**src/rtl/id_ex_pipe_stage.sv**
```systemverilog
// ----------------------------------------------------------------------------
// id_ex_pipe_stage
//
// ID/EX pipeline register with integrated load-use hazard detection.
// Each cycle it captures the decoded operands, register addresses and control
// word from ID and presents them to EX, to the forwarding unit and onward to
// EX/MEM. The stage inserts a one-cycle bubble on a load-use hazard, flushes
// the ID instruction on a taken branch, freezes on a memory stall, and counts
// the cycles lost to bubbles and flushes.
//
// Ports
//   clk_i, rst_i           clock (rising edge), async active-low reset
//   mem_stall_i            global freeze from the memory stage
//   flush_i                taken branch/jump: discard the ID instruction
//   id_rs/rt/rd_addr_i     register addresses from decode
//   id_uses_rt_i           ID instruction reads RT as a source
//   id_rs/rt_data_i        register-file read data
//   id_imm_i               sign-extended immediate
//   id_ctrl_i              {regwrite,memtoreg,memread,memwrite,regdst,alusrc,aluop[1:0]}
//   ex_valid_o             EX holds a real instruction
//   ex_rs/rt_addr_o        registered source addresses (forwarding unit)
//   ex_wb_addr_o           destination, regdst ? rd : rt, resolved at capture
//   ex_rs/rt_data_o        registered operands
//   ex_imm_o               registered immediate
//   ex_ctrl_o              registered control, same packing as id_ctrl_i
//   pc_write_o             PC may advance (combinational)
//   ifid_write_o           IF/ID may load (combinational)
//   stall_cnt_o            saturating count of load-use bubbles
//   flush_cnt_o            saturating count of flushes taken
// ----------------------------------------------------------------------------
module id_ex_pipe_stage #(
    parameter int DATA_W = 32,
    parameter int ADDR_W = 5,
    parameter int CNT_W  = 16
) (
    input  logic              clk_i,
    input  logic              rst_i,
    input  logic              mem_stall_i,
    input  logic              flush_i,
    input  logic [ADDR_W-1:0] id_rs_addr_i,
    input  logic [ADDR_W-1:0] id_rt_addr_i,
    input  logic [ADDR_W-1:0] id_rd_addr_i,
    input  logic              id_uses_rt_i,
    input  logic [DATA_W-1:0] id_rs_data_i,
    input  logic [DATA_W-1:0] id_rt_data_i,
    input  logic [DATA_W-1:0] id_imm_i,
    input  logic [7:0]        id_ctrl_i,
    output logic              ex_valid_o,
    output logic [ADDR_W-1:0] ex_rs_addr_o,
    output logic [ADDR_W-1:0] ex_rt_addr_o,
    output logic [ADDR_W-1:0] ex_wb_addr_o,
    output logic [DATA_W-1:0] ex_rs_data_o,
    output logic [DATA_W-1:0] ex_rt_data_o,
    output logic [DATA_W-1:0] ex_imm_o,
    output logic [7:0]        ex_ctrl_o,
    output logic              pc_write_o,
    output logic              ifid_write_o,
    output logic [CNT_W-1:0]  stall_cnt_o,
    output logic [CNT_W-1:0]  flush_cnt_o
);

    // Bit positions inside the control word.
    localparam int C_REGDST  = 3;
    localparam int C_MEMREAD = 5;

    logic              r_valid;
    logic [ADDR_W-1:0] r_rs_addr;
    logic [ADDR_W-1:0] r_rt_addr;
    logic [ADDR_W-1:0] r_wb_addr;
    logic [DATA_W-1:0] r_rs_data;
    logic [DATA_W-1:0] r_rt_data;
    logic [DATA_W-1:0] r_imm;
    logic [7:0]        r_ctrl;
    logic [CNT_W-1:0]  r_stall_cnt;
    logic [CNT_W-1:0]  r_flush_cnt;

    logic              w_rt_hit_rs;
    logic              w_rt_hit_rt;
    logic              w_load_use;
    logic              w_do_flush;
    logic              w_do_stall;
    logic              w_bubble;
    logic              w_capture;
    logic              w_write_en;
    logic [ADDR_W-1:0] w_wb_addr;

    // ------------------------------------------------------------------------
    // Hazard detection, purely from registered EX state and the ID fields.
    // A bubble has r_valid=0 and r_ctrl=0, so it can never raise load_use;
    // this is what limits a load-use stall to exactly one cycle.
    // ------------------------------------------------------------------------
    always_comb begin
        w_rt_hit_rs = (r_rt_addr == id_rs_addr_i);
        w_rt_hit_rt = id_uses_rt_i & (r_rt_addr == id_rt_addr_i);
        w_load_use  = r_valid & r_ctrl[C_MEMREAD] & (r_rt_addr != '0)
                    & (w_rt_hit_rs | w_rt_hit_rt);
    end

    // ------------------------------------------------------------------------
    // Per-edge action in strict priority: freeze > flush > load-use > capture.
    // ------------------------------------------------------------------------
    always_comb begin
        w_do_flush = ~mem_stall_i & flush_i;
        w_do_stall = ~mem_stall_i & ~flush_i & w_load_use;
        w_bubble   = w_do_flush | w_do_stall;
        w_capture  = ~mem_stall_i & ~flush_i & ~w_load_use;
        w_wb_addr  = id_ctrl_i[C_REGDST] ? id_rd_addr_i : id_rt_addr_i;
    end

    // Front-end write enables. Forced high during reset so the PC and IF/ID
    // never see a spurious hold while the pipe is being cleared; a flush
    // re-steers the front end even when a load-use hazard is present.
    always_comb begin
        w_write_en   = ~rst_i | (~mem_stall_i & (flush_i | ~w_load_use));
        pc_write_o   = w_write_en;
        ifid_write_o = w_write_en;
    end

    // ------------------------------------------------------------------------
    // Pipeline register. Under mem_stall_i nothing is written (implicit hold).
    // ------------------------------------------------------------------------
    always_ff @(posedge clk_i or negedge rst_i) begin
        if (!rst_i) begin
            r_valid   <= 1'b0;
            r_rs_addr <= '0;
            r_rt_addr <= '0;
            r_wb_addr <= '0;
            r_rs_data <= '0;
            r_rt_data <= '0;
            r_imm     <= '0;
            r_ctrl    <= '0;
        end else if (w_bubble) begin
            r_valid   <= 1'b0;
            r_rs_addr <= '0;
            r_rt_addr <= '0;
            r_wb_addr <= '0;
            r_rs_data <= '0;
            r_rt_data <= '0;
            r_imm     <= '0;
            r_ctrl    <= '0;
        end else if (w_capture) begin
            r_valid   <= 1'b1;
            r_rs_addr <= id_rs_addr_i;
            r_rt_addr <= id_rt_addr_i;
            r_wb_addr <= w_wb_addr;
            r_rs_data <= id_rs_data_i;
            r_rt_data <= id_rt_data_i;
            r_imm     <= id_imm_i;
            r_ctrl    <= id_ctrl_i;
        end
    end

    // ------------------------------------------------------------------------
    // Lost-cycle counters, saturating at all-ones.
    // ------------------------------------------------------------------------
    always_ff @(posedge clk_i or negedge rst_i) begin
        if (!rst_i) begin
            r_stall_cnt <= '0;
            r_flush_cnt <= '0;
        end else begin
            if (w_do_stall && (r_stall_cnt != '1))
                r_stall_cnt <= r_stall_cnt + CNT_W'(1);
            if (w_do_flush && (r_flush_cnt != '1))
                r_flush_cnt <= r_flush_cnt + CNT_W'(1);
        end
    end

    assign ex_valid_o   = r_valid;
    assign ex_rs_addr_o = r_rs_addr;
    assign ex_rt_addr_o = r_rt_addr;
    assign ex_wb_addr_o = r_wb_addr;
    assign ex_rs_data_o = r_rs_data;
    assign ex_rt_data_o = r_rt_data;
    assign ex_imm_o     = r_imm;
    assign ex_ctrl_o    = r_ctrl;
    assign stall_cnt_o  = r_stall_cnt;
    assign flush_cnt_o  = r_flush_cnt;

endmodule

```
**config.mk**
```make
export PLATFORM = sky130hd
export DESIGN_NAME = id_ex_pipe_stage
export DESIGN_NICKNAME = d
export VERILOG_FILES = /design/src/rtl/id_ex_pipe_stage.sv
export SDC_FILE = /design/constraint.sdc
export NUM_CORES = 1
export LEC_CHECK = 0
export ABC_AREA = 1
export CORE_MARGIN = 2
export CORE_UTILIZATION = 47
export CTS_CLUSTER_DIAMETER = 150
export DETAILED_ROUTE_END_ITERATION = 16
export PLACE_DENSITY = 0.86
export SLEW_MARGIN = 10
export SYNTH_ARGS = -nofsm -noshare
export SYNTH_HDL_FRONTEND = slang
export SYNTH_SLANG_ARGS = --single-unit
```
**constraint.sdc**
```tcl
create_clock -name clk_i -period 3.2 [get_ports clk_i]
set_input_delay 0.48 -clock clk_i [delete_from_list [all_inputs] [get_ports clk_i]]
set_output_delay 0.48 -clock clk_i [all_outputs]
set_load 0.005 [all_outputs]
```
==> run_1/density.png <==
Drawn at 3 px/um. The die is cut into 13 by 13 equal tiles; black is low, pale yellow is high, 0 to 100% covered.
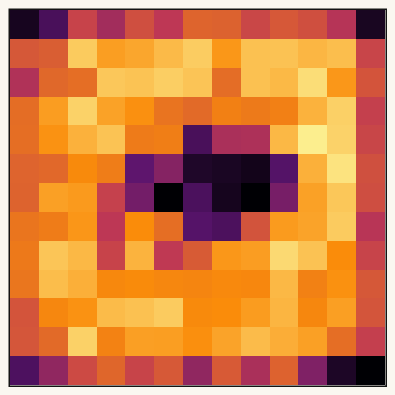
mean over tiles: 64%
fullest tile: 96%
nearly empty tiles: 1.8%
emptiest ninth of the die: centre
tiles over 75% full: 40%

==> run_1/pins.png <==
Drawn at 3 px/um. Pins as bars across the die edge, other pins in grey.
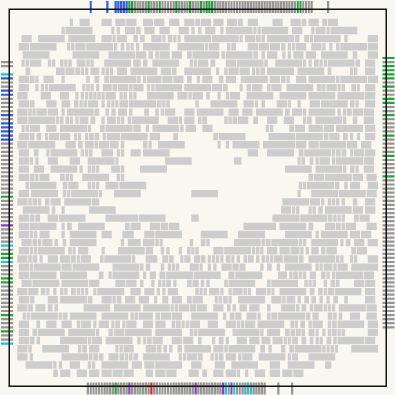
[blue] `stall_cnt_o` | pins: 16 | direction: output | edge: 9 left, 7 top
[green] `ex_imm_o` | pins: 32 | direction: output | edge: 12 top, 12 right, 7 left, 1 bottom
[purple] `id_rt_addr_i` | pins: 5 | direction: input | edge: 4 bottom, 1 left
[red] `flush_i` | pins: 1 | direction: input | edge: bottom
[cyan] `ex_ctrl_o` | pins: 8 | direction: output | edge: 4 bottom, 4 left

==> run_1/final_clocks.png <==
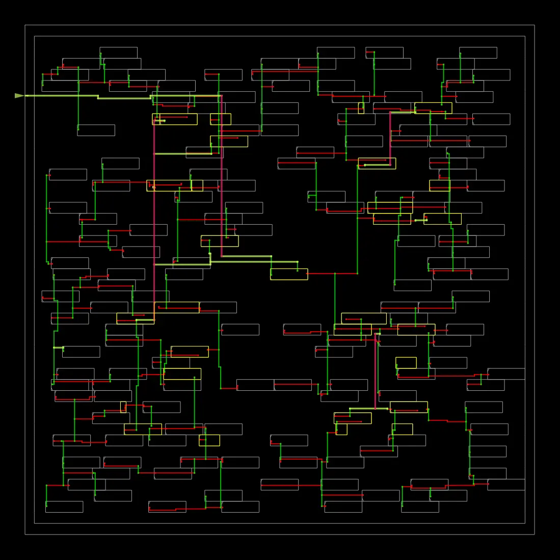
number of sequential cells in the layout: 152
insertion delay to the later sink of the worst-skew pair: 0.41 ns
clock sinks: 152
CTS Buf Count: 17

==> reports/README.md, run 1 <==
| Quantity | This run |
|:---|:---|
| Largest net degree at the start of global routing | 112 |
| DR vias | 6514 |
| Portion of the clock cycle consumed by the worst path in the final layout | 85.0% |
| Final count of pins violating max slew | 0 |
| Number of antenna violations at the first check in global routing | 0 |
| Via density per instance | 5.08 |
| Synth area leader | sky130_fd_sc_hd__dfrtp_1 |
| Status | completed |
| Via count of the first global-routing pass | 6480 |
| Power per Cell Area | 501 mW/mm2 |
| Synthesized cell area | 0.00690 mm2 |
| # nets final | 1213 |
| Peak clock frequency supported by timing | 368 MHz |
| Main synth FF type | sky130_fd_sc_hd__dfrtp_1 |
| LEAKAGE | 4.97 nW |
| CP Data Required Time | 2.72 ns |
| Overall global routing resource usage | 26.1% |
| Post-route cell area | 0.0103 mm2 |
| DRC violation total after the first TritonRoute iteration | 406 |
| Global-route wire length before repair | 33100 um |
| Post-layout total power | 5.16 mW |
| Final hold vios | 0 |
| Leading cell types in the layout, fill and taps excluded | sky130_fd_sc_hd__nand2_1 (357), sky130_fd_sc_hd__clkdlybuf4s50_1 (275), sky130_fd_sc_hd__dfrtp_1 (152) |
| IO Pins | 278 |
| Routed wire length | 20100 um |
| TritonCTS clock tree | built |
| Startpoint of the worst setup timing path | id_rs_addr_i[1] |
| Fraction of final layout cells sized beyond drive strength 1 | 5.37% |
| Mean routed wirelength per cell | 15.7 um |
| Total inserted antenna cells | 0 |
| Std-Cell Core Area | 0.0144 mm2 |
| Worst VDD drop | 0.338 mV |
| Register bit total from synthesis | 152 |
| Minimum setup slack among reg-to-reg paths | 0.63 ns |
| Critical register-to-register path startpoint | ex_rt_addr_o[1]$_DFFE_PN0P_ |
| FP Util | 47.8% |
| Synthesis-to-layout area growth | 49.4% |
| Maximum number of buffers from clock root to sink | 2 |
| Depth of the most critical reg-to-reg path | 8 |
| Critical setup path kind | in -> out |
| Fraction of registers with async set/reset | 100% |
| Pre-Repair DR Iteration Count | 5 |
| Clock tree root driver cell | sky130_fd_sc_hd__clkbuf_16 |
| Number of violations of the max-capacitance limit | 0 |
| Net count after synthesis | 953 |
| Yosys synthesis chip area | 0.00690 mm2 |
| Endpoint arrival time on the critical path | 2.24 ns |
| Cell Rows | 44 |
| Clock Skews | 0.00647 ns |
| Total grt overflow | 0 |
| Most area-consuming cells after synthesis | sky130_fd_sc_hd__dfrtp_1 (55%), sky130_fd_sc_hd__nand2_1 (19%), sky130_fd_sc_hd__nand3_1 (8.9%) |
| Crit path max fanout | 3 |
| Yosys warning count | 0 |
| Chip Width | 125 um |
| # Cells Yosys | 827 |
| Leading cell type in the layout, fill and taps excluded | sky130_fd_sc_hd__nand2_1 |
| Rel. slew slack | 24.0% |
| Post-route DRC | 0 |
| Quantity of I/O buffers inserted on ports | 277 |
| Startpoint type of the worst setup path | input port |
| Clk pin slew, worst setup/hold paths | 0.06 ns |
| CP endpoint kind | output pin |
| Tool warnings | 28 |
| Reg2Reg Capture Point | ex_rs_addr_o[0]$_DFFE_PN0P_ |
| Count of flip-flops with a built-in enable after synthesis | 0 |
| Die Height | 125 um |
| Total number of H-tree levels | 4 |
| Post-synthesis cell type count | 28 |
| Post-Route Setup TNS | 0 ns |
| Setup repair after global routing missed its margin | no |
| Synthesized netlist cell count | 827 |
| Area enclosed by the die boundary | 0.0157 mm2 |
| Number of nets with antenna violations after routing | 0 |
| GP Congestion | 0.876 |
| Worst hold path class | in -> async |
| Half-perimeter wire length after detailed placement | 13800 um |
| Post-Synthesis Mean Instance Area | 8.34 um2 |
| Number of gates given a new drive strength after cts | 0 |
| Worst Tran Pin Value | 1.14 ns |
| Final core occ | 71.5% |
| Final setup violating endpoints | 0 |
| Synth top area share | 55.1% |
| Shortest clock period the worst path allows after layout | 2.72 ns |
| Total cell area at the placement stage | 0.00968 mm2 |
| Sequential cell area fraction in the yosys report | 55.1% |
==> run 1: logic make-up after synthesis <==
| group | count (synthesis) | share of synthesized area (%) |
|---|---|---|
| AOI/OAI and AO/OA | 24 | 1.83 |
| xor gates and xnor gates | 22 | 2.79 |
| adders and majority gates | 2 | 0.363 |
| buffers and inverters | 83 | 6.09 |
| DFF | 152 | 55.1 |
| and+or+nand+nor | 544 | 33.8 |
==> run 1: flip-flops by register name (all words and copies together) (netlist names) <==
signal	count
ex_rt_data_o	32
ex_rs_data_o	32
ex_valid_o	1
ex_rs_addr_o	5
ex_imm_o	32
ex_wb_addr_o	5
stall_cnt_o	16
ex_rt_addr_o	5
flush_cnt_o	16
ex_ctrl_o	8
==> run 1: report_power, final <==
part	switching, mW	total (mW)	leakage [nW]	internal (mW)
combinational	0.358	0.868	2.68	0.509
clock	0.755	2.08	0.298	1.33
sequential	0.133	2.21	2.00	2.08
==> run 1: synthesized netlist by cell type (all sizes together), types with 5 or more instances <==
cell type  instances
nand3            126
nand4             13
xnor2             10
clkbuf            16
nand2            361
o22ai              5
nor3              13
xor2              12
dfrtp            152
nor2              29
inv               39
buf               27
o21ai             19
==> run 1: layout make-up <==
cell class | count | area [um2]
fillers | 1077 | 4120
flip-flops and latches | 152 | 3800
repair buffers | 284 | 2830
multi-input cells | 592 | 2680
clock buffers | 24 | 502
well taps | 184 | 230
inverters | 40 | 150
clock inverters | 7 | 115
==> run 1: per-stage QoR <==
step | worst slack (ns) | hold slack, ns | std cells
global placement | 0.257 | 0.289 | 1251
detailed placement | 0.185 | 0.289 | 1251
finish | 0.479 | 0.436 | 1283
global route | 0.345 | 0.429 | 1283
CTS | 0.484 | 0.406 | 1283
floorplan | 1.24 | 0.184 | 827
==> run 1: worst max-delay path by stage <==
stage,to
after floorplan,pc_write_o
after global placement,ex_rs_addr_o[3]$_DFFE_PN0P_
after detailed placement,ex_rs_addr_o[1]$_DFFE_PN0P_
after CTS,pc_write_o
after global routing,ex_rs_addr_o[1]$_DFFE_PN0P_
final,pc_write_o
==> run 1: layer usage <==
layer | GRT usage [%] | part of all wire, % | vias to the layer above
met4 | 9.28 | 2.4 | 0
met5 | 0 | 0 | -
met1 | 32.7 | 41 | 3099
li1 | - | - | 3151
met2 | 44.0 | 50 | 225
met3 | 6.80 | 6.4 | 39
==> run 1: what timing repair did <==
| item | in CTS | in global routing |
|---|---|---|
| hold buffers | 1 | 0 |
| setup buffers | 0 | 0 |
| hold endpoints to repair | 6 | 0 |
| setup endpoints to repair | 0 | 0 |
==> run 1: worst max-delay path: stages <==
cell	delay (ns)
sky130_fd_sc_hd__clkdlybuf4s50_1	0.50
sky130_fd_sc_hd__inv_1	0.06
sky130_fd_sc_hd__nand2_1	0.05
sky130_fd_sc_hd__nand2_1	0.05
sky130_fd_sc_hd__nor2_1	0.11
sky130_fd_sc_hd__nand3_1	0.10
sky130_fd_sc_hd__nand2_2	0.13
sky130_fd_sc_hd__nand2_4	0.05
sky130_fd_sc_hd__o21ai_0	0.13
sky130_fd_sc_hd__nand2_1	0.12
sky130_fd_sc_hd__clkdlybuf4s50_1	0.47
==> run 2: changes to the inputs <==
--- a/config.mk
+++ b/config.mk
@@ -10,6 +10,7 @@
 export CORE_UTILIZATION = 47
 export CTS_CLUSTER_DIAMETER = 150
 export DETAILED_ROUTE_END_ITERATION = 16
+export HOLD_SLACK_MARGIN = 0.15
 export PLACE_DENSITY = 0.86
 export SLEW_MARGIN = 10
 export SYNTH_ARGS = -nofsm -noshare
==> run_2/final_clocks.png <==
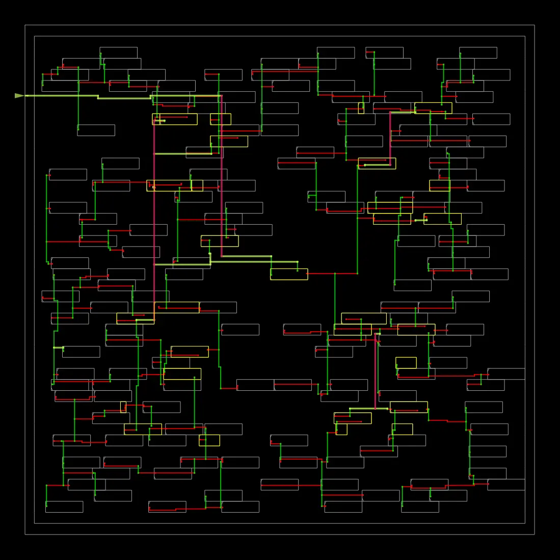
clock buffer count: 24
Clock Skews: 0.00647 ns
Clock net power: 2.08 mW

==> run 2 against run 1 <==
  * First-iteration DRC count did not move
  * Sequential power barely moved
  * Power did not move
  * Critical path type unchanged
  * Critical endpoint unchanged
  * Highest routed layer unchanged
==> reports/README.md, run 2 <==
| Quantity | This run | Change |
|:---|:---|:---|
| Yosys top cell by instances | sky130_fd_sc_hd__nand2_1 | unchanged |
| Rel. slew slack | 24.0% | unchanged |
| TritonCTS clock tree | built | unchanged |
| Clock sinks | 152 | unchanged |
| Critical register-to-register path startpoint | ex_rt_addr_o[1]$_DFFE_PN0P_ | unchanged |
| Synth top area share | 55.1% | unchanged |
| Maximum number of buffers from clock root to sink | 2 | unchanged |
| Sequential cell area fraction in the yosys report | 55.1% | unchanged |
| CP endpoint kind | output pin | unchanged |
| Crit path max fanout | 3 | unchanged |
| Via count of the first global-routing pass | 6480 | unchanged |
| Startpoint type of the worst setup path | input port | unchanged |
| Tool warnings | 28 | unchanged |
| Total number of H-tree levels | 4 | unchanged |
| Setup repair after global routing missed its margin | no | unchanged |
| Peak clock frequency supported by timing | 368 MHz | unchanged |
| Most area-consuming cells after synthesis | sky130_fd_sc_hd__dfrtp_1 (55%), sky130_fd_sc_hd__nand2_1 (19%), sky130_fd_sc_hd__nand3_1 (8.9%) | unchanged |
| Worst hold path class | in -> async | unchanged |
| Half-perimeter wire length after detailed placement | 13800 um | unchanged |
| Synth area leader | sky130_fd_sc_hd__dfrtp_1 | unchanged |
| Global-route wire length before repair | 33100 um | unchanged |
| Uppermost layer routed | met4 | unchanged |
| Depth of the most critical reg-to-reg path | 8 | unchanged |
| Number of violations of the max-capacitance limit | 0 | unchanged |
| Die Height | 125 um | unchanged |
| Count of flip-flops with a built-in enable after synthesis | 0 | unchanged |
| CTS Buf Count | 17 | unchanged |
| # Cells Yosys | 827 | unchanged |
| Quantity of I/O buffers inserted on ports | 277 | unchanged |
| DRC violation total after the first TritonRoute iteration | 406 | unchanged |
| End point of the critical path | pc_write_o | unchanged |
| Leading cell type in the layout, fill and taps excluded | sky130_fd_sc_hd__nand2_1 | unchanged |
| Startpoint of the worst setup timing path | id_rs_addr_i[1] | unchanged |
| Area fraction in mux cells | 0% | unchanged |
| Clock tree root driver cell | sky130_fd_sc_hd__clkbuf_16 | unchanged |
| Mean routed wirelength per cell | 15.7 um | unchanged |
| Post-synthesis cell type count | 28 | unchanged |
| Largest net degree at the start of global routing | 112 | unchanged |
| Longest individual stage delay on the worst path | 0.50 ns | about the same |
| Net count after synthesis | 953 | unchanged |
| Xor/xnor share | 2.79% | unchanged |
| Cell type of the slowest stage on the worst timing path | sky130_fd_sc_hd__clkdlybuf4s50_1 | unchanged |
| Final count of pins violating max slew | 0 | unchanged |
| Post-Route Setup TNS | 0 ns | unchanged |
| Pre-Repair DR Iteration Count | 5 | unchanged |
| CP Buf/Inv Count | 3 | unchanged |
| Cell occurring most often along the worst timing path | sky130_fd_sc_hd__nand2_1 | unchanged |
| Number of cells on the critical path | 11 | unchanged |
| Fraction of registers with async set/reset | 100% | unchanged |
| Area enclosed by the die boundary | 0.0157 mm2 | unchanged |
| LEAKAGE | 4.97 nW | unchanged |
| Post-route DRC | 0 | unchanged |
| Total inserted antenna cells | 0 | unchanged |
| Final hold vios | 0 | unchanged |
| Synth top cells by count | sky130_fd_sc_hd__nand2_1 (358), sky130_fd_sc_hd__dfrtp_1 (152), sky130_fd_sc_hd__nand3_1 (123) | unchanged |
| Synthesized netlist cell count | 827 | unchanged |
| CP Data Required Time | 2.72 ns | about the same |
| Status | completed | unchanged |
| Post-synthesis share of cell area spent on full adders, half adders and majority gates | 0.363% | unchanged |
| Post-Layout Cell Count | 1283 | unchanged |
| Synthesis-to-layout area growth | 49.4% | unchanged |
| Routed met3 length | 1280 um | unchanged |
| Final setup violating endpoints | 0 | unchanged |
| Via density per instance | 5.08 | unchanged |
| Minimum setup slack among reg-to-reg paths | 0.63 ns | about the same |
| Compound Share, Synth | 1.83% | unchanged |
| Overall global routing resource usage | 26.1% | unchanged |
| Largest combinational cell category by area | simple AND/OR/NAND/NOR gates | unchanged |
| Shortest clock period the worst path allows after layout | 2.72 ns | unchanged |
| Yosys synthesis chip area | 0.00690 mm2 | unchanged |
| Cell breakdown of the critical path | clkdlybuf4s50_1 -> inv_1 -> nand2_1 -> nand2_1 -> nor2_1 -> nand3_1 -> nand2_2 -> nand2_4 -> o21ai_0 -> nand2_1 -> clkdlybuf4s50_1 | unchanged |
| Synthesized cell area | 0.00690 mm2 | unchanged |
| # nets final | 1213 | unchanged |
| Register bit total from synthesis | 152 | unchanged |
| Fraction of final layout cells sized beyond drive strength 1 | 5.37% | unchanged |
| Reg2Reg Capture Point | ex_rs_addr_o[0]$_DFFE_PN0P_ | unchanged |
| Number of cells in the design after placement | 1251 | unchanged |
| Routed wire length | 20100 um | unchanged |
| GP Congestion | 0.876 | unchanged |
| Clk pin slew, worst setup/hold paths | 0.06 ns | about the same |
| Endpoint arrival time on the critical path | 2.24 ns | about the same |
| Simple-gate share of the synthesized area | 33.8% | unchanged |
| Number of gates given a new drive strength after cts | 0 | unchanged |
| Chip Width | 125 um | unchanged |
| Critical setup path kind | in -> out | unchanged |
| Wire length on met1 | 8250 um | unchanged |
| Leading cell types in the layout, fill and taps excluded | sky130_fd_sc_hd__nand2_1 (357), sky130_fd_sc_hd__clkdlybuf4s50_1 (275), sky130_fd_sc_hd__dfrtp_1 (152) | unchanged |
| Total grt overflow | 0 | unchanged |
| Std-Cell Core Area | 0.0144 mm2 | unchanged |
| Yosys warning count | 0 | unchanged |
| Portion of the clock cycle consumed by the worst path in the final layout | 85.0% | unchanged |
| Cell Rows | 44 | unchanged |
| Main synth FF type | sky130_fd_sc_hd__dfrtp_1 | unchanged |
| DR vias | 6514 | unchanged |
| Number of antenna violations at the first check in global routing | 0 | unchanged |
| Insertion delay to the later sink of the worst-skew pair | 0.41 ns | about the same |
| Number of nets with antenna violations after routing | 0 | unchanged |
| IO Pins | 278 | unchanged |
| Crit path max-delay family | buffers and inverters | unchanged |
| Power per Cell Area | 501 mW/mm2 | unchanged |
| FP Util | 47.8% | unchanged |
| Post-Synthesis Mean Instance Area | 8.34 um2 | unchanged |
| Worst VDD drop | 0.338 mV | unchanged |
| Met2 wirelength from detailed routing | 10100 um | unchanged |
| Worst Tran Pin Value | 1.14 ns | unchanged |
-- run 2: cell counts after synthesis --
No cell type changed its count.
-- run 2: per-layer routing --
metal / track usage, % / up-vias
li1: - / 3151
met1: 32.7 / 3099
met2: 44.0 / 225
met3: 6.80 / 39
met4: 9.28 / 0
met5: 0 / -
-- run 2: what timing repair did --
item	4_1_cts	5_1_grt
hold buffers	1	0
hold endpoints to repair	6	0
buffers inserted	0	0
-- run 2: worst reg2reg max path, stage by stage, from the launching register on --
cell,delay (ns)
sky130_fd_sc_hd__dfrtp_1,0.44
sky130_fd_sc_hd__nor2_1,0.16
sky130_fd_sc_hd__nand4_1,0.13
sky130_fd_sc_hd__nand3_1,0.10
sky130_fd_sc_hd__inv_1,0.10
sky130_fd_sc_hd__nand2_4,0.08
sky130_fd_sc_hd__buf_4,0.82
sky130_fd_sc_hd__nand2_2,0.39
sky130_fd_sc_hd__o21ai_0,0.26
-- run 2: layout make-up --
type | count | area (um2)
fillers | 1077 | 4120
flip-flops and latches | 152 | 3800
repair buffers | 284 | 2830
multi-input cells | 592 | 2680
clock buffers | 24 | 502
well taps | 184 | 230
inverters | 40 | 150
clock inverters | 7 | 115
-- run 2: where the power goes --
part	total [mW]	switching [mW]	internal, mW	leakage, nW
Sequential	2.21	0.133	2.08	2.00
Clock	2.08	0.755	1.33	0.298
Combinational	0.868	0.358	0.509	2.68
Total	5.16	1.25	3.92	4.97
-- run 2: per-stage QoR --
| stage | setup WS (ns) | total power, mW | hold slack, ns | utilization, % | area, um2 |
|---|---|---|---|---|---|
| 2_1_floorplan | 1.24 | 2.51 | 0.184 | - | 6900 |
| 3_3_place_gp | 0.257 | 3.09 | 0.289 | 67.1 | 9680 |
| 3_5_place_dp | 0.185 | 3.11 | 0.289 | 67.1 | 9680 |
| 4_1_cts | 0.484 | 5.21 | 0.406 | 71.5 | 10300 |
| 5_1_grt | 0.345 | 5.40 | 0.429 | 71.5 | 10300 |
| 6_report | 0.479 | 5.16 | 0.436 | 71.5 | 10300 |
-- run 2: cells by family after synthesis --
group | count (synthesis)
buf+inv | 83
flops | 152
fa+ha+maj | 2
simple gates | 544
compound gates | 24
xor+xnor | 22
-- run 2: worst min-delay path by stage --
stage / start / end / slack (ns) / cells past startpoint
global route: rst_i / ex_ctrl_o[7]$_DFFE_PN0P_ / 0.43 / 2
CTS: rst_i / stall_cnt_o[10]$_DFFE_PN0P_ / 0.41 / 2
floorplan: rst_i / ex_ctrl_o[0]$_DFFE_PN0P_ / 0.18 / 0
global placement: rst_i / ex_ctrl_o[7]$_DFFE_PN0P_ / 0.29 / 1
detailed placement: rst_i / ex_ctrl_o[7]$_DFFE_PN0P_ / 0.29 / 1
finish: rst_i / stall_cnt_o[10]$_DFFE_PN0P_ / 0.44 / 2
==> run_2/pins.png <==
Drawn at 3 px/um. Pins as bars across the die edge, other pins in grey.
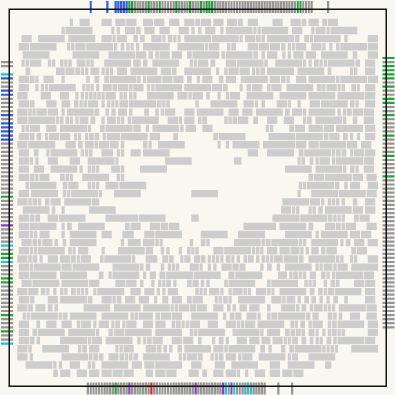

==> run 3: changes to the inputs <==
--- a/config.mk
+++ b/config.mk
@@ -6,7 +6,6 @@
 export NUM_CORES = 1
 export LEC_CHECK = 0
 export ABC_AREA = 1
-export CORE_MARGIN = 2
 export CORE_UTILIZATION = 47
 export CTS_CLUSTER_DIAMETER = 150
 export DETAILED_ROUTE_END_ITERATION = 16
==> constraint.sdc (replaced) <==
create_clock -name clk_i -period 3.2 [get_ports clk_i]
set_input_delay 0.96 -clock clk_i [delete_from_list [all_inputs] [get_ports clk_i]]
set_output_delay 0.96 -clock clk_i [all_outputs]
set_load 0.005 [all_outputs]
==> run_3/pins.png <==
Drawn at 3 px/um. Pins as bars across the die edge, other pins in grey.
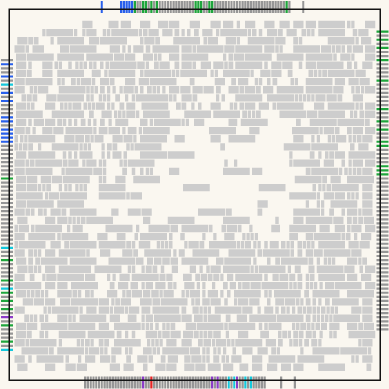
[blue] `stall_cnt_o` | pins: 16 | direction: output | edge: 10 left, 6 top
[cyan] `ex_ctrl_o` | pins: 8 | direction: output | edge: 4 bottom, 4 left
[red] `flush_i` | pins: 1 | direction: input | edge: bottom
[purple] `id_rt_addr_i` | pins: 5 | direction: input | edge: 4 bottom, 1 left
[green] `ex_imm_o` | pins: 32 | direction: output | edge: 13 right, 11 top, 8 left
all pins by edge: 74 right, 72 left, 68 bottom, 64 top

==> run 3 against run 2 <==
  * Sequential power barely moved
  * Fmax fell by 13%
  * Synthesized cell count did not move
  * Critical path depth fell by 3
  * Flip-flop count did not move
  * Highest routed layer is now met5
  * Global-route usage rose by 1.6 points
  * Non-clock buffer count rose by 11
  * Wire length rose by 1.1%
  * Cell area rose by 0.78%
  * Die size fell by 3.2%
  * Final cell count rose by 0.78%
==> reports/README.md, run 3 <==
| Quantity | This run | Change |
|:---|:---|:---|
| Fraction of final layout cells sized beyond drive strength 1 | 7.20% | was 5.37% |
| Synthesized netlist cell count | 827 | unchanged |
| Total grt overflow | 0 | unchanged |
| Worst hold path class | in -> async | unchanged |
| Synth top cells by count | sky130_fd_sc_hd__nand2_1 (358), sky130_fd_sc_hd__dfrtp_1 (152), sky130_fd_sc_hd__nand3_1 (123) | unchanged |
| Synth area leader | sky130_fd_sc_hd__dfrtp_1 | unchanged |
| Portion of the clock cycle consumed by the worst path in the final layout | 98.1% | was 85.0% |
| Number of antenna violations at the first check in global routing | 3 | was 0 |
| # Cells Yosys | 827 | unchanged |
| Status | completed | unchanged |
| Post-synthesis cell type count | 28 | unchanged |
| Mean routed wirelength per cell | 15.7 um | about the same |
| Register bit total from synthesis | 152 | unchanged |
| Synth top area share | 55.1% | unchanged |
| Yosys warning count | 0 | unchanged |
| Half-perimeter wire length after detailed placement | 14000 um | was 13800 um |
| LEAKAGE | 5.04 nW | was 4.97 nW |
| Peak clock frequency supported by timing | 319 MHz | was 368 MHz |
| Yosys top cell by instances | sky130_fd_sc_hd__nand2_1 | unchanged |
| Clk pin slew, worst setup/hold paths | 0.06 ns | about the same |
| Count of flip-flops with a built-in enable after synthesis | 0 | unchanged |
| TritonCTS clock tree | built | unchanged |
| Leading cell type in the layout, fill and taps excluded | sky130_fd_sc_hd__nand2_1 | unchanged |
| Total number of H-tree levels | 4 | unchanged |
| Leading cell types in the layout, fill and taps excluded | sky130_fd_sc_hd__nand2_1 (357), sky130_fd_sc_hd__clkdlybuf4s50_1 (264), sky130_fd_sc_hd__dfrtp_1 (152) | was sky130_fd_sc_hd__nand2_1 (357), sky130_fd_sc_hd__clkdlybuf4s50_1 (275), sky130_fd_sc_hd__dfrtp_1 (152) |
| Area enclosed by the die boundary | 0.0152 mm2 | was 0.0157 mm2 |
| Clock tree root driver cell | sky130_fd_sc_hd__clkbuf_16 | unchanged |
| Net count after synthesis | 953 | unchanged |
| CP Data Required Time | 2.24 ns | was 2.72 ns |
| Worst slack at placement | -0.470 ns | was 0.185 ns |
| Longest individual stage delay on the worst path | 0.50 ns | about the same |
| Endpoint arrival time on the critical path | 2.18 ns | was 2.24 ns |
| Yosys synthesis chip area | 0.00690 mm2 | unchanged |
| Post-Layout Cell Count | 1293 | was 1283 |
| DRC violation total after the first TritonRoute iteration | 498 | was 406 |
| Routed wire length | 20300 um | was 20100 um |
| Post-route DRC | 0 | unchanged |
| Chip Width | 123 um | was 125 um |
| FP Util | 48.9% | was 47.8% |
| IO Pins | 278 | unchanged |
| Number of violations of the max-capacitance limit | 0 | unchanged |
| Via density per instance | 5.13 | was 5.08 |
| Final setup violating endpoints | 0 | unchanged |
| Die Height | 123 um | was 125 um |
| Rel. slew slack | 39.1% | was 24.0% |
| Final count of pins violating max slew | 0 | unchanged |
| Insertion delay to the later sink of the worst-skew pair | 0.42 ns | was 0.41 ns |
| Fill count | 1018 | was 1077 |
| Total of hold buffers inserted after clock tree synthesis | 0 | was 1 |
| Clock sinks | 152 | unchanged |
| Final hold vios | 0 | unchanged |
| Post-Synthesis Mean Instance Area | 8.34 um2 | unchanged |
| Overall global routing resource usage | 27.7% | was 26.1% |
| Number of cells in the design after placement | 1257 | was 1251 |
| Worst Tran Pin Value | 0.913 ns | was 1.14 ns |
| Startpoint type of the worst setup path | input port | unchanged |
| Maximum number of buffers from clock root to sink | 2 | unchanged |
| Cell breakdown of the critical path | clkdlybuf4s50_1 -> xnor2_1 -> nand3_1 -> nand2_2 -> nand2_4 -> o21ai_2 -> nand2_1 -> buf_2 | was clkdlybuf4s50_1 -> inv_1 -> nand2_1 -> nand2_1 -> nor2_1 -> nand3_1 -> nand2_2 -> nand2_4 -> o21ai_0 -> nand2_1 -> clkdlybuf4s50_1 |
| Tool warnings | 29 | was 28 |
| Synthesized cell area | 0.00690 mm2 | unchanged |
| Final worst-path setup slack | 0.0617 ns | was 0.479 ns |
| Via count of the first global-routing pass | 6430 | was 6480 |
| Largest net degree at the start of global routing | 112 | unchanged |
| CP endpoint kind | output pin | unchanged |
| Global-route wire length before repair | 31800 um | was 33100 um |
| Power per Cell Area | 492 mW/mm2 | was 501 mW/mm2 |
| Std-Cell Core Area | 0.0141 mm2 | was 0.0144 mm2 |
| # nets final | 1224 | was 1213 |
| Critical setup path kind | in -> out | unchanged |
| Cell type of the slowest stage on the worst timing path | sky130_fd_sc_hd__clkdlybuf4s50_1 | unchanged |
| Shortest clock period the worst path allows after layout | 3.14 ns | was 2.72 ns |
| Number of nets with antenna violations after routing | 0 | unchanged |
| Worst VDD drop | 0.381 mV | was 0.338 mV |
| Post-route worst hold slack | 0.378 ns | was 0.436 ns |
| GP Congestion | 0.883 | was 0.876 |
| CTS Buf Count | 17 | unchanged |
| Post-layout total power | 5.12 mW | was 5.16 mW |
| DR vias | 6634 | was 6514 |
| Cell Rows | 43 | was 44 |
| Main synth FF type | sky130_fd_sc_hd__dfrtp_1 | unchanged |
| Sequential cell area fraction in the yosys report | 55.1% | unchanged |
| Pre-Repair DR Iteration Count | 6 | was 5 |
| Fraction of registers with async set/reset | 100% | unchanged |
| Quantity of I/O buffers inserted on ports | 277 | unchanged |
| Clock Skews | 0.00659 ns | was 0.00647 ns |
| Synthesis-to-layout area growth | 50.6% | was 49.4% |
| Crit path max fanout | 2 | was 3 |
| Most area-consuming cells after synthesis | sky130_fd_sc_hd__dfrtp_1 (55%), sky130_fd_sc_hd__nand2_1 (19%), sky130_fd_sc_hd__nand3_1 (8.9%) | unchanged |
==> run 3: cell counts after synthesis <==
Identical to the previous run, type by type.
==> run 3: report_power, final <==
part | total, mW | switching, mW | internal, mW | leakage (nW)
Sequential | 2.21 | 0.134 | 2.08 | 2.00
Combinational | 0.880 | 0.364 | 0.516 | 2.76
Clock | 2.02 | 0.779 | 1.24 | 0.278
==> run 3: final timing paths <==
check	start	end	slack, ns	depth (start not counted)
max reg2reg	ex_rt_addr_o[1]$_DFFE_PN0P_	ex_rs_addr_o[1]$_DFFE_PN0P_	0.90	8
max in group asynchronous	rst_i	ex_rt_data_o[9]$_DFFE_PN0P_	1.64	2
max	id_rs_addr_i[2]	ifid_write_o	0.06	8
min in group clk_i	ex_rs_data_o[7]$_DFFE_PN0P_	ex_rs_data_o[7]$_DFFE_PN0P_	0.48	2
min reg2reg	ex_rs_data_o[7]$_DFFE_PN0P_	ex_rs_data_o[7]$_DFFE_PN0P_	0.48	2
min	rst_i	ex_ctrl_o[7]$_DFFE_PN0P_	0.38	1
==> run 3: through the flow <==
stage / util (%) / area [um2] / TNS [ns]
6_report: 73.7 / 10400 / 0
3_3_place_gp: 69.3 / 9760 / -2.66
5_1_grt: 73.7 / 10400 / -0.0146
3_5_place_dp: 69.3 / 9760 / -3.31
2_1_floorplan: - / 6900 / 0
4_1_cts: 73.5 / 10400 / 0
==> run 3: layout make-up <==
cell class                      instances  area, um2  share of cell area [%]
Sequential cell                       152       3800                    36.6
Clock buffer                           20        447                    4.30
Timing Repair Buffer                  295       2910                    28.0
Tap cell                              180        225                    2.17
Multi-Input combinational cell        592       2700                    26.0
Inverter                               40        150                    1.45
Clock inverter                         12        151                    1.46
Antenna cell                            2       5.00                  0.0482
==> run 3: cells by family (layout without fill, tap and decap cells) <==
group	after synthesis	after routing	synth area share, %
AND/OR/NAND/NOR	544	544	33.8
XOR/XNOR	22	22	2.79
adder cells (fa/ha/maj)	2	2	0.363
buffers and inverters	83	367	6.09
AND-OR/OR-AND	24	24	1.83
flip-flops	152	152	55.1
other	0	2	0
==> run 3: what timing repair did <==
item                                    in CTS  in global routing
pin swaps                                    5                  2
endpoints found under the setup margin       2                 10
buffers inserted                             1                  1
gates resized                               18                  7
==> run 3: per-layer routing <==
metal / part of all wire [%] / global-route usage, % / vias up
li1: - / - / 3182
met4: 2.6 / 10.4 / 2
met5: 0.049 / 0 / -
met3: 8.5 / 9.04 / 43
met2: 50 / 47.3 / 268
met1: 39 / 32.3 / 3139
==> run 3: worst max-delay path, delay by kind of cell <==
kind | cells | cell delay, ns
compound gates | 1 | 0.10
buf+inv | 2 | 0.64
simple gates | 4 | 0.35
xor+xnor | 1 | 0.13

==> notes/layouts.md <==
Pictures saved along the way, in no particular order.

Metal layers overlaid.
Drawn at 2 px/um.
image #1
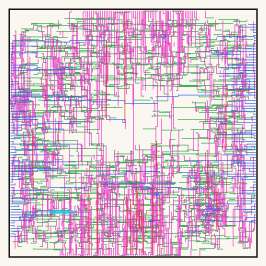
image #2
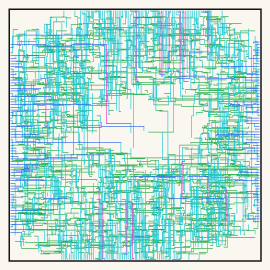
For run 3, see image #1.
For run 1, see image #2.

Key to image #2:
[blue] met3 | wire length: 1280 um
[magenta] met4 | wire length: 488 um
[cyan] met2 | wire length: 10100 um
[green] met1 | wire length: 8250 um

Power and IR drop assume default switching activity.
